==> src/rtl/stream_gen.sv <==
// stream_gen: framed pixel stream source over valid/ready; define STREAM_GEN_STALL_EN for LFSR-driven bubbles
module stream_gen #(
  parameter int DATA_W = 8,
  parameter int LANES = 1,
  parameter int IMG_W = 260,
  parameter int IMG_H = 258,
  parameter int GAP_W = 5,
  parameter logic [15:0] LFSR_SEED = 16'hACE1
) (
  input  logic                      clk,
  input  logic                      reset,
  input  logic                      start_in,
  input  logic                      stall_en,
  output logic [DATA_W*LANES-1:0]   data_out,
  output logic                      valid,
  input  logic                      ready,
  output logic                      last_out,
  input  logic                      stop_in,
  output logic                      busy,
  output logic                      done,
  output logic [31:0]               beat_cnt
);
  localparam int NBEATS = IMG_W * IMG_H / LANES;
  localparam int BW = $clog2(NBEATS + 1);
  typedef enum logic [2:0] {IDLE, DECIDE, GAP, SEND, DONE} state_t;
  state_t state, state_nx;
  logic [BW-1:0] b, b_nx;
  logic [31:0] cnt_nx;
  logic [DATA_W*LANES-1:0] pix;
  logic decide, stall, gap_end, last_b;
  assign last_b = b == BW'(NBEATS - 1);
  for (genvar k = 0; k < LANES; k++) begin : g_lane
    assign pix[k*DATA_W +: DATA_W] = DATA_W'(32'(b_nx) * 32'(LANES) + 32'(k));
  end
`ifdef STREAM_GEN_STALL_EN
  logic [15:0] lfsr;
  logic [GAP_W:0] gap;
  assign stall = stall_en & lfsr[0];
  assign gap_end = gap == (GAP_W+1)'(1);
  always_ff @(posedge clk or negedge reset) begin
    if (!reset) begin
      lfsr <= LFSR_SEED;
      gap <= '0;
    end else begin
      if (decide) lfsr <= {lfsr[0] ^ lfsr[2] ^ lfsr[3] ^ lfsr[5], lfsr[15:1]};
      gap <= decide ? (GAP_W+1)'(lfsr[GAP_W:1]) + (GAP_W+1)'(1)
           : state == GAP ? gap - (GAP_W+1)'(1) : gap;
    end
  end
`else
  logic unused_stall;
  assign stall = 1'b0;
  assign gap_end = 1'b1;
  assign unused_stall = stall_en;
`endif
  always_comb begin
    state_nx = state;
    b_nx = b;
    cnt_nx = beat_cnt;
    decide = 1'b0;
    case (state)
      IDLE: if (start_in) begin
        state_nx = DECIDE;
        b_nx = '0;
        cnt_nx = '0;
      end
      DECIDE: decide = 1'b1;
      GAP: state_nx = gap_end ? SEND : GAP;
      SEND: if (ready) begin
        cnt_nx = beat_cnt + 32'd1;
        state_nx = last_b ? DONE : SEND;
        b_nx = last_b ? b : b + BW'(1);
        decide = !last_b;
      end
      DONE: state_nx = stop_in ? IDLE : DONE;
      default: state_nx = IDLE;
    endcase
    if (decide) state_nx = stall ? GAP : SEND;
  end
  // data_out reloads from b_nx on every SEND cycle, so a held beat keeps its value
  always_ff @(posedge clk or negedge reset) begin
    if (!reset) begin
      state <= IDLE;
      b <= '0;
      beat_cnt <= '0;
      data_out <= '0;
    end else begin
      state <= state_nx;
      b <= b_nx;
      beat_cnt <= cnt_nx;
      if (state_nx == SEND) data_out <= pix;
    end
  end
  assign valid = state == SEND;
  assign last_out = valid && last_b;
  assign busy = state != IDLE;
  assign done = state == DONE;
endmodule

==> config.mk <==
export PLATFORM = sky130hd
export DESIGN_NAME = stream_gen
export DESIGN_NICKNAME = d
export VERILOG_FILES = /design/src/rtl/stream_gen.sv
export SDC_FILE = /design/constraint.sdc
export NUM_CORES = 1
export LEC_CHECK = 0
export CAP_MARGIN = 20
export CORE_AREA = 5 5 91 85
export DETAILED_ROUTE_END_ITERATION = 16
export DIE_AREA = 0 0 96 90
export GPL_TIMING_DRIVEN = 0
export PLACE_DENSITY = 0.77
export SLEW_MARGIN = 10
export SYNTH_ARGS = -nofsm -noshare
export SYNTH_HDL_FRONTEND = slang
export SYNTH_SLANG_ARGS = --single-unit
==> constraint.sdc <==
create_clock -name clk -period 2.2 [get_ports clk]
set_input_delay 0.44 -clock clk [delete_from_list [all_inputs] [get_ports clk]]
set_output_delay 0.44 -clock clk [all_outputs]
set_load 0.1 [all_outputs]
run_1/sizing.png
The bar under the picture is 20 µm long.
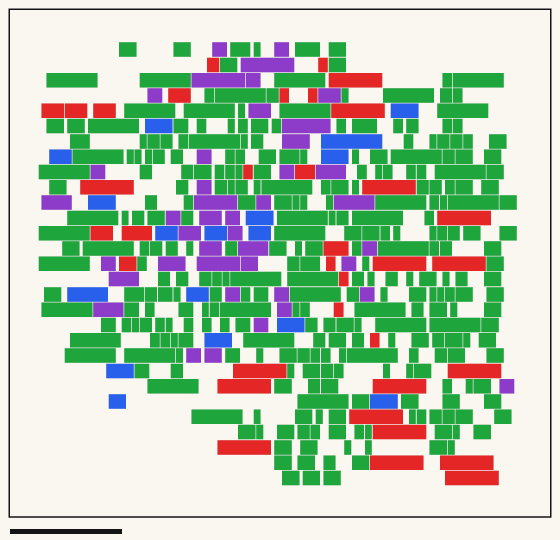
x2: in red, cells 35. x1 and smaller: in green, cells 304. x6 and larger: in blue, cells 17. x3 and x4: in purple, cells 42.

run_1/ff_map.png
The bar under the picture is 20 µm long.
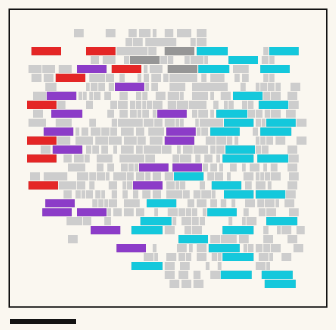
data_out: in red, placed flops 8. beat_cnt: in cyan, placed flops 32. b: in purple, placed flops 17.
Another 3 sequential cells are not coloured.
utilization after layout: 61.6%
total area of sequential cells: 1520 µm²
sequential cell power: 1400 µW
sequential portion of the cell area: 36.6%

run_1/class_map.png
The bar under the picture is 20 µm long.
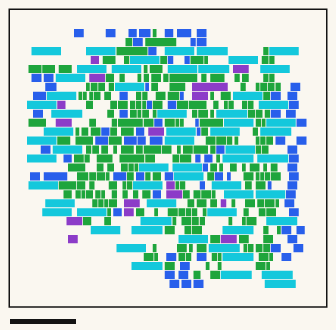
sequential cells: in cyan, cells 60, share of their area 38%. remaining buffers and delay cells: in blue, cells 81, share of their area 16%. remaining logic cells: in green, cells 241, share of their area 41%. clock drivers and dummy loads: in purple, cells 16, share of their area 4.9%.
core footprint: 6750 µm²
row count: 29

==> qor.yml, run 1 <==
global_route:
  grt_antenna_before_repair: 0
  grt_start_max_net_pins: 61
  wire_length_of_the_first_global_routing_pass_mm: 13.3
  top_usage_layer_grt: "met2"
  met1_usage_pct: 24.1
final_layout:
  final_cell_area_um2: 4160
  area.growth.synth_to_final_pct: 34.5
  layout_top_registers: "beat_cnt: 32 flops, b: 17 flops, data_out: 8 flops"
  tally_of_filler_cells_in_the_layout: 580
  final_instance_count_without_filler_cells: 491
  antenna_cells: 0
  nNetsFinal: 401
  final_layout_size_suffix_gt1_share_pct: 23.6
yosys:
  ff_type: "sky130_fd_sc_hd__dfrtp_1"
  synth_warnings: 0
  post-synth-top-count-cell: "sky130_fd_sc_hd__dfrtp_1"
  postSynthNetCount: 322
  yosys.stat.seqShare_pct: 48.6
  synthesis.instances: 314
  top_area_share_pct: 48.6
  syn_area_per_cell_um2: 9.84
  number_of_standard_cells_reported_by_yosys: 314
outcome:
  status: "finished, violations left"
  failed_checks: "negative setup slack"
setup_path:
  worst_ep_arrival_time_ns: 2.15
  critical-path-slowest-cell: "sky130_fd_sc_hd__or4b_4"
  worst_setup_path_start_kind: "flop"
  critical_path_required_ns: 1.76
  critPathBufInv: 2
  crit_family: "simple AND/OR/NAND/NOR gates"
routing:
  drc: 0
  detail_route.wl_per_cell_um: 16.1
  wl_met1_mm: 3.38
  met2_length_mm: 3.96
  routed-via-count: 2802
clock_tree:
  numCtsBuffers: 9
  cts_tree: "yes"
  count_of_buffers_added_by_post_cts_timing_repair_for_setup: 10
  postCtsResizedCells: 81
power:
  power.static_leakage_uw: 0.00194
final_timing:
  worst_hold_slack_ns: 0.155
  layout_setup_ws_ns: -0.386
  setup-violations-final: 3
run:
  warning_count: 30
  drv_cap: 0
floorplanning:
  die_area_um2: 8640
  initCoreUtil_pct: 45.8
  io-pin-count: 50
  chipWidth_um: 96
placed_design:
  dp.final_hpwl_mm: 5.36
run 1: worst paths after layout:
check                            startpoint          end  slack (ns)
worst max-delay path                  b[14]     last_out       -0.39
worst min-delay path                  reset  beat_cnt[9]        0.16
worst max register to register        b[14]  data_out[1]       -0.10
worst min register to register  data_out[2]  data_out[2]        0.51
max in group asynchronous             reset         b[3]        1.51
min in group clk                   start_in     state[0]        0.50
run 1: area by class of cell:
cell class / instances / share of cell area (%)
Multi-Input combinational cell: 237 / 39.6
Sequential cell: 60 / 36.6
Timing Repair Buffer: 67 / 14.2
Clock buffer: 9 / 2.98
Tap cell: 93 / 2.80
Clock inverter: 7 / 1.81
Buffer: 14 / 1.66
Inverter: 4 / 0.361
run 1: layout by cell type, fill, tap and decap left out, types with 3 or more instances in the layout:
cell type                       Yosys  routed
sky130_fd_sc_hd__dfrtp_1           60      43
sky130_fd_sc_hd__dlygate4sd2_1      0      40
sky130_fd_sc_hd__nor2_1            30      28
sky130_fd_sc_hd__nand2_1           23      23
sky130_fd_sc_hd__xor2_1            21      21
sky130_fd_sc_hd__nand3_1           20      19
sky130_fd_sc_hd__buf_4              0      18
sky130_fd_sc_hd__nand4_1           17      17
sky130_fd_sc_hd__dfrtp_2            0      17
sky130_fd_sc_hd__a21oi_1           14      14
sky130_fd_sc_hd__o21ai_0           13      13
sky130_fd_sc_hd__and3_1            10      10
sky130_fd_sc_hd__or3_1             10      10
sky130_fd_sc_hd__clkbuf_8           0       9
sky130_fd_sc_hd__nor3_1             7       7
sky130_fd_sc_hd__clkbuf_1          13       6
sky130_fd_sc_hd__and4_1             6       6
sky130_fd_sc_hd__buf_6              0       5
sky130_fd_sc_hd__mux2_2             8       5
sky130_fd_sc_hd__and2_1             6       5
sky130_fd_sc_hd__buf_2              1       4
sky130_fd_sc_hd__inv_1              4       4
sky130_fd_sc_hd__a31oi_1            4       4
sky130_fd_sc_hd__xnor2_1            4       4
sky130_fd_sc_hd__nor4_1             4       4
sky130_fd_sc_hd__mux2_4             0       3
sky130_fd_sc_hd__o31ai_1            3       3
sky130_fd_sc_hd__clkbuf_2           0       3
sky130_fd_sc_hd__clkinvlp_4         0       3
run 1: metrics by stage:
stage,total power (µW),TNS (ns)
after floorplan,2380,-0.114
after global placement,2680,-94.16
after detailed placement,2710,-21.17
after CTS,3660,-0.714
after global routing,3880,-1.08
final,3710,-0.509
run 1: logic make-up after synthesis:
| group | Yosys count | share of synthesized area [%] |
|---|---|---|
| and+or+nand+nor | 152 | 28.3 |
| DFF | 60 | 48.6 |
| AOI/OAI and AO/OA | 48 | 9.80 |
| xor gates and xnor gates | 25 | 7.09 |
| buffers and inverters | 18 | 2.23 |
| muxes | 9 | 3.24 |
| adders and majority gates | 2 | 0.810 |
run 1: worst register-to-register path: cells and delay by family, from the launching register on:
family / cells / cell delay, ns
compound gates: 1 / 0.37
simple gates: 3 / 0.95
mux: 1 / 0.27
flops: 1 / 0.42
buf+inv: 1 / 0.18
run 1: power by group:
part	leakage [µW]	total (µW)	switching, µW	internal (µW)
combinational	0.00109	1320	1000	322
clock	0.0000918	984	459	525
sequential	0.000762	1400	144	1260
run_1/gates.png
The bar under the picture is 20 µm long.
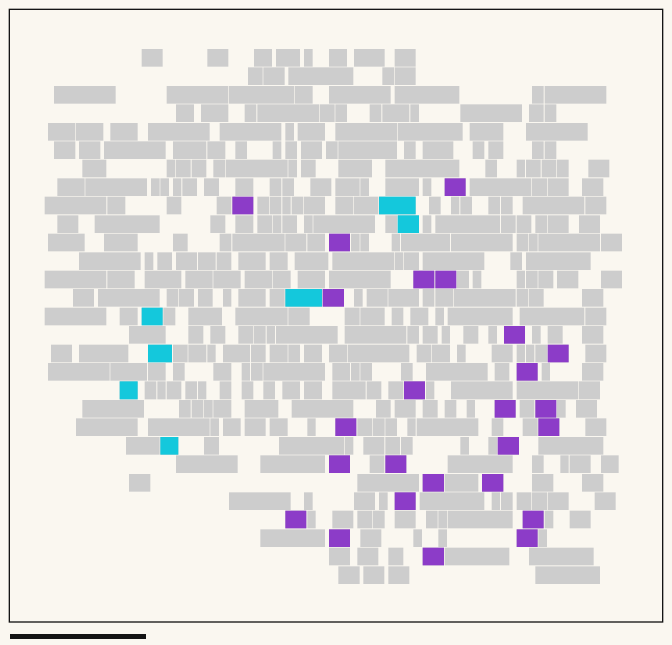

==> inputs of run 2 (changes only) <==
--- a/config.mk
+++ b/config.mk
@@ -11,7 +11,6 @@
 export DIE_AREA = 0 0 96 90
 export GPL_TIMING_DRIVEN = 0
 export PLACE_DENSITY = 0.77
-export SLEW_MARGIN = 10
 export SYNTH_ARGS = -nofsm -noshare
 export SYNTH_HDL_FRONTEND = slang
 export SYNTH_SLANG_ARGS = --single-unit
run_2/gates.png
The bar under the picture is 20 µm long.
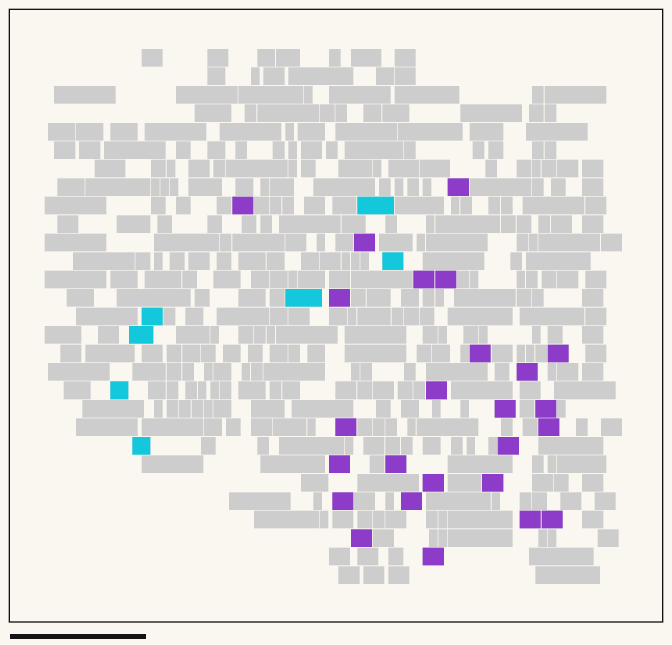
non-inverting ao/oa cells: in cyan, cells 7. xor and xnor cells: in purple, cells 25.

==> run 2 against run 1 <==
Net effect: the run still ends with negative setup slack left; non-clock buffer count shrank 1; area after synthesis is the same; final cell count is 0.20% lower; sequential cell count stayed put; count of clock-buffer cells in the layout unchanged; combinational power about the same; setup slack gained 0.036 ns; critical endpoint unchanged; via count increased by 0.89%.
==> qor.yml, run 2 <==
outcome:
  status: "finished, violations left"
  failed_checks: "negative setup slack"
yosys:
  top_area_share_pct: 48.6
  synth_warnings: 0
  postSynthNetCount: 322
  yosys.stat.seqShare_pct: 48.6
  syn_area_per_cell_um2: 9.84
clock_tree:
  numCtsBuffers: 9
  cts_tree: "yes"
power:
  power.switching_uw: 1630
  p_sw_share_pct: 43.6
  power.share.clock_pct: 27.0
  power.static_leakage_uw: 0.00196
setup_path:
  worst_setup_path_start_kind: "flop"
  crit_start: "b[4]"
  critical_path_required_ns: 1.76
  r2r_start: "b[14]"
final_layout:
  tally_of_filler_cells_in_the_layout: 599
  area.growth.synth_to_final_pct: 34.7
  final_instance_count_without_filler_cells: 490
  nNetsFinal: 400
  layout.cells.most_common: "sky130_fd_sc_hd__dfrtp_1"
  layout_top_cells_excl_fill_tap: "sky130_fd_sc_hd__dfrtp_1 (42), sky130_fd_sc_hd__dlygate4sd2_1 (40), sky130_fd_sc_hd__nor2_1 (29)"
placed_design:
  dp.final_hpwl_mm: 5.45
final_timing:
  layout_setup_ws_ns: -0.349
  setup_tns_ns: -1.26
  setup-violations-final: 8
floorplanning:
  chipWidth_um: 96
  fp-row-count: 29
  placeableCoreArea_um2: 6750
  io-pin-count: 50
global_route:
  grt_start_max_net_pins: 32
  wire_length_of_the_first_global_routing_pass_mm: 13.6
routing:
  met2_length_mm: 4.01
-- run 2: worst max-delay path, cell delays in order (launching register included) --
cell	delay (ns)
sky130_fd_sc_hd__dfrtp_1	0.40
sky130_fd_sc_hd__or4_4	0.56
sky130_fd_sc_hd__nor4_4	0.33
sky130_fd_sc_hd__buf_6	0.14
sky130_fd_sc_hd__and2_4	0.16
sky130_fd_sc_hd__buf_12	0.17
-- run 2: worst paths after layout --
path | end | slack (ns) | cells past startpoint
setup / recovery | last_out | -0.35 | 5
hold / removal | beat_cnt[9] | 0.13 | 1
setup reg to reg | data_out[1] | -0.16 | 7
hold reg to reg | beat_cnt[0] | 0.51 | 1
max in group asynchronous | b[3] | 1.46 | 2
min in group clk | state[0] | 0.50 | 3
-- run 2: stage by stage --
step / hold WS, ns / power [µW]
floorplan: 0.144 / 2380
global placement: 0.490 / 2680
detailed placement: 0.495 / 2710
CTS: 0.152 / 3710
global route: 0.201 / 3890
finish: 0.127 / 3730
-- run 2: power groups by stage --
stage | logic (µW) | registers (µW) | clock network [µW]
6_report | 1330 | 1400 | 1010
5_1_grt | 1390 | 1420 | 1070
3_5_place_dp | 1290 | 1420 | 0
3_3_place_gp | 1270 | 1420 | 0
2_1_floorplan | 299 | 2080 | 0
4_1_cts | 1290 | 1390 | 1020
-- run 2: per-layer routing --
metal / GRT usage, % / vias up
met5: 0 / -
met4: 8.41 / 0
met3: 4.76 / 20
met2: 31.5 / 71
met1: 25.1 / 1422
li1: - / 1314
-- run 2: final cells by class --
class	instances	share of cell area, %
inverter	4	0.361
multi-input combinational	237	39.5
timing repair buffer	66	14.2
tap	93	2.79
clock inverter	7	1.80
buffer	14	1.83
clock buffer	9	2.97
sequential	60	36.6
-- run 2: kinds of logic after synthesis --
kind of cell / Yosys count / synth area share [%]
fa+ha+maj: 2 / 0.810
flops: 60 / 48.6
simple gates: 152 / 28.3
xor+xnor: 25 / 7.09
buf+inv: 18 / 2.23
compound gates: 48 / 9.80
mux: 9 / 3.24
-- run 2: repair_timing --
item,in CTS,in global routing
buffers inserted,13,5
pin swaps,8,7
resized,80,29
gates cloned,0,1
endpoints found under the setup margin,79,36
run_2/congestion_map.png
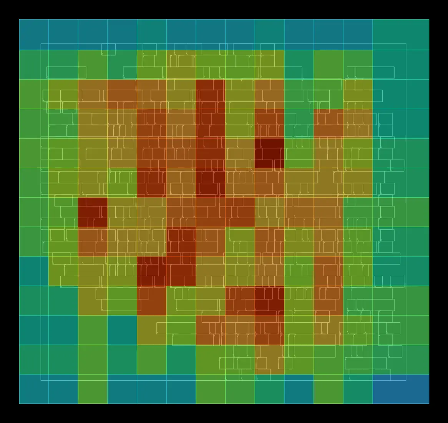

==> inputs of run 3 (changes only) <==
==> config.mk (replaced) <==
export PLATFORM = sky130hd
export DESIGN_NAME = stream_gen
export DESIGN_NICKNAME = d
export VERILOG_FILES = /design/src/rtl/stream_gen.sv
export SDC_FILE = /design/constraint.sdc
export NUM_CORES = 1
export LEC_CHECK = 0
export ABC_AREA = 1
export CAP_MARGIN = 20
export CORE_AREA = 5 5 98 91
export DETAILED_ROUTE_END_ITERATION = 16
export DIE_AREA = 0 0 103 96
export GPL_TIMING_DRIVEN = 0
export PLACE_DENSITY = 0.79
export SYNTH_ARGS = -nofsm -noshare
export SYNTH_HDL_FRONTEND = slang
export SYNTH_SLANG_ARGS = --single-unit
run_3/congestion_map.png
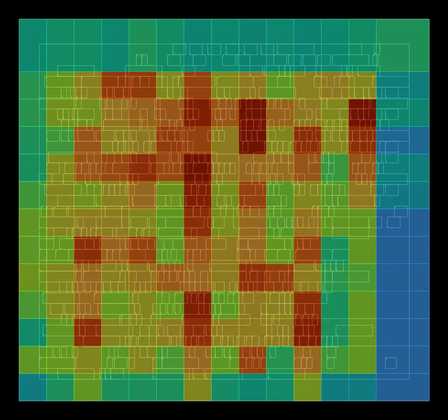
met1 Use GR: 36.5%
Top Usage Layer GRT: met1

==> run 3 against run 2 <==
Net effect: the run now ends clean; final cell count grew 50%; highest routed layer unchanged; non-clock buffer count shrank 13; clock power shrank 8%; critical endpoint unchanged; synthesized cell count grew 81%; largest cell class unchanged; largest power group is now combinational cells; critical path depth is the same.
==> qor.yml, run 3 <==
final_layout:
  area.growth.synth_to_final_pct: 21.4
  final_layout_size_suffix_gt1_share_pct: 11.0
  layout_top_cells_excl_fill_tap: "sky130_fd_sc_hd__nand2_1 (192), sky130_fd_sc_hd__nor2_1 (73), sky130_fd_sc_hd__dfrtp_1 (55)"
  nNetsFinal: 637
  layout_top_registers: "beat_cnt: 32 flops, b: 17 flops, data_out: 8 flops"
  antenna_cells: 0
  layout.cells.most_common: "sky130_fd_sc_hd__nand2_1"
setup_path:
  critical-path-slowest-cell: "sky130_fd_sc_hd__dfrtp_2"
  critPathBufInv: 3
  worst_setup_path_start_kind: "flop"
  critical-path-max-stage-delay_ns: 0.45
  setup.worst_path.class: "reg2out"
  cp_cell_sequence: "inv_2, nand3_4, buf_8, nor4_4, buf_6"
yosys:
  post-synth-top-count-cell: "sky130_fd_sc_hd__nand2_1"
  syn_area_per_cell_um2: 6.81
  postSynthNetCount: 576
  synth_warnings: 0
  ff_type: "sky130_fd_sc_hd__dfrtp_1"
  ys_ff: 60
  synthesis.instances: 568
  top_area_share_pct: 38.8
  yosys.stat.seqShare_pct: 38.8
floorplanning:
  initCoreUtil_pct: 49.3
  chipWidth_um: 103
  fp-row-count: 31
  placeableCoreArea_um2: 7840
power:
  power.static_leakage_uw: 0.00221
  worst_ir_drop_vdd_v: 0.00126
final_timing:
  fin_skew_ns: 0.0141
  setup-violations-final: 0
  worst_hold_slack_ns: 0.170
global_route:
  grt_antenna_before_repair: 0
  wire_length_of_the_first_global_routing_pass_mm: 18.1
placed_design:
  dp.final_hpwl_mm: 8.14
run:
  drv_cap: 0
  warning_count: 30
routing:
  drc: 0
  routed-via-count: 4008
outcome:
  status: "finished clean"
clock_tree:
  numCtsBuffers: 9
  cts_tree: "yes"
-- run 3: netlist changes by cell type after synthesis, sizes merged, moves of 11 or more --
cell,before,now
a21oi,14,3
buf,1,14
o21ai,13,34
nand2,23,196
xor2,21,9
nor2,31,78
nand3,20,54
inv,4,52
-- run 3: layer usage --
metal / GRT usage, % / up-vias / part of all wire (%)
li1: - / 1958 / -
met1: 36.5 / 1884 / 48
met2: 31.9 / 151 / 43
met3: 5.87 / 15 / 8.1
met4: 6.58 / 0 / 1.2
met5: 0 / - / 0
-- run 3: final timing paths --
path / startpoint / endpoint / slack [ns] / depth (start not counted)
worst max-delay path: state[2] / last_out / 0.02 / 5
worst min-delay path: reset / b[14] / 0.17 / 1
worst max register to register: beat_cnt[0] / beat_cnt[24] / 0.19 / 9
worst min register to register: data_out[2] / data_out[2] / 0.48 / 2
max in group asynchronous: reset / state[2] / 1.45 / 1
min in group clk: data_out[2] / data_out[2] / 0.48 / 2
-- run 3: report_power, final --
part / total (µW) / internal, µW / switching, µW / leakage, µW
combinational: 2950 / 742 / 2200 / 0.00132
clock: 929 / 467 / 462 / 0.0000884
sequential: 1570 / 1340 / 232 / 0.000798
-- run 3: final cells by class --
class / count / area, µm²
flip-flops and latches: 60 / 1510
well taps: 99 / 124
multi-input cells: 438 / 2110
plain buffers: 16 / 116
fillers: 733 / 3140
repair buffers: 51 / 449
clock buffers: 12 / 155
inverters: 53 / 203
clock inverters: 4 / 25.0
-- run 3: cell families (layout without fill, tap and decap cells) --
family	Yosys count	after routing	share of synthesized area (%)
compound gates	46	46	6.89
xor+xnor	12	12	2.72
buf+inv	70	136	7.96
fa+ha+maj	2	2	0.647
flops	60	60	38.8
simple gates	378	378	42.9
-- run 3: per-stage QoR --
| step | total power, µW | setup slack [ns] | cells | area [µm²] | setup TNS [ns] |
|---|---|---|---|---|---|
| 4_1_cts | 5330 | -0.00257 | 731 | 4630 | -0.00257 |
| 6_report | 5450 | 0.0178 | 733 | 4690 | 0 |
| 3_3_place_gp | 4400 | -1.61 | 715 | 4490 | -84.34 |
| 3_5_place_dp | 4430 | -0.609 | 715 | 4490 | -1.45 |
| 2_1_floorplan | 3700 | -0.145 | 568 | 3880 | -0.238 |
| 5_1_grt | 5800 | -0.0732 | 733 | 4690 | -0.0790 |
-- run 3: worst reg2reg max path, cell delays in order, from the launching register on --
cell                      delay (ns)
sky130_fd_sc_hd__dfrtp_2        0.42
sky130_fd_sc_hd__ha_1           0.29
sky130_fd_sc_hd__inv_1          0.10
sky130_fd_sc_hd__nor3_2         0.32
sky130_fd_sc_hd__nand2_1        0.25
sky130_fd_sc_hd__inv_1          0.21
sky130_fd_sc_hd__nand2_1        0.08
sky130_fd_sc_hd__nand2_1        0.06
sky130_fd_sc_hd__nand3_1        0.06
sky130_fd_sc_hd__o21ai_0        0.14
-- run 3: what timing repair did --
| item | in CTS | in global routing |
|---|---|---|
| resized | 64 | 18 |
| pin swaps | 0 | 3 |
| buffers inserted | 0 | 3 |
| setup endpoints to repair | 44 | 6 |
| hold buffers | 0 | 0 |
Power figures rest on the tool's default switching activity, not on a simulated workload.
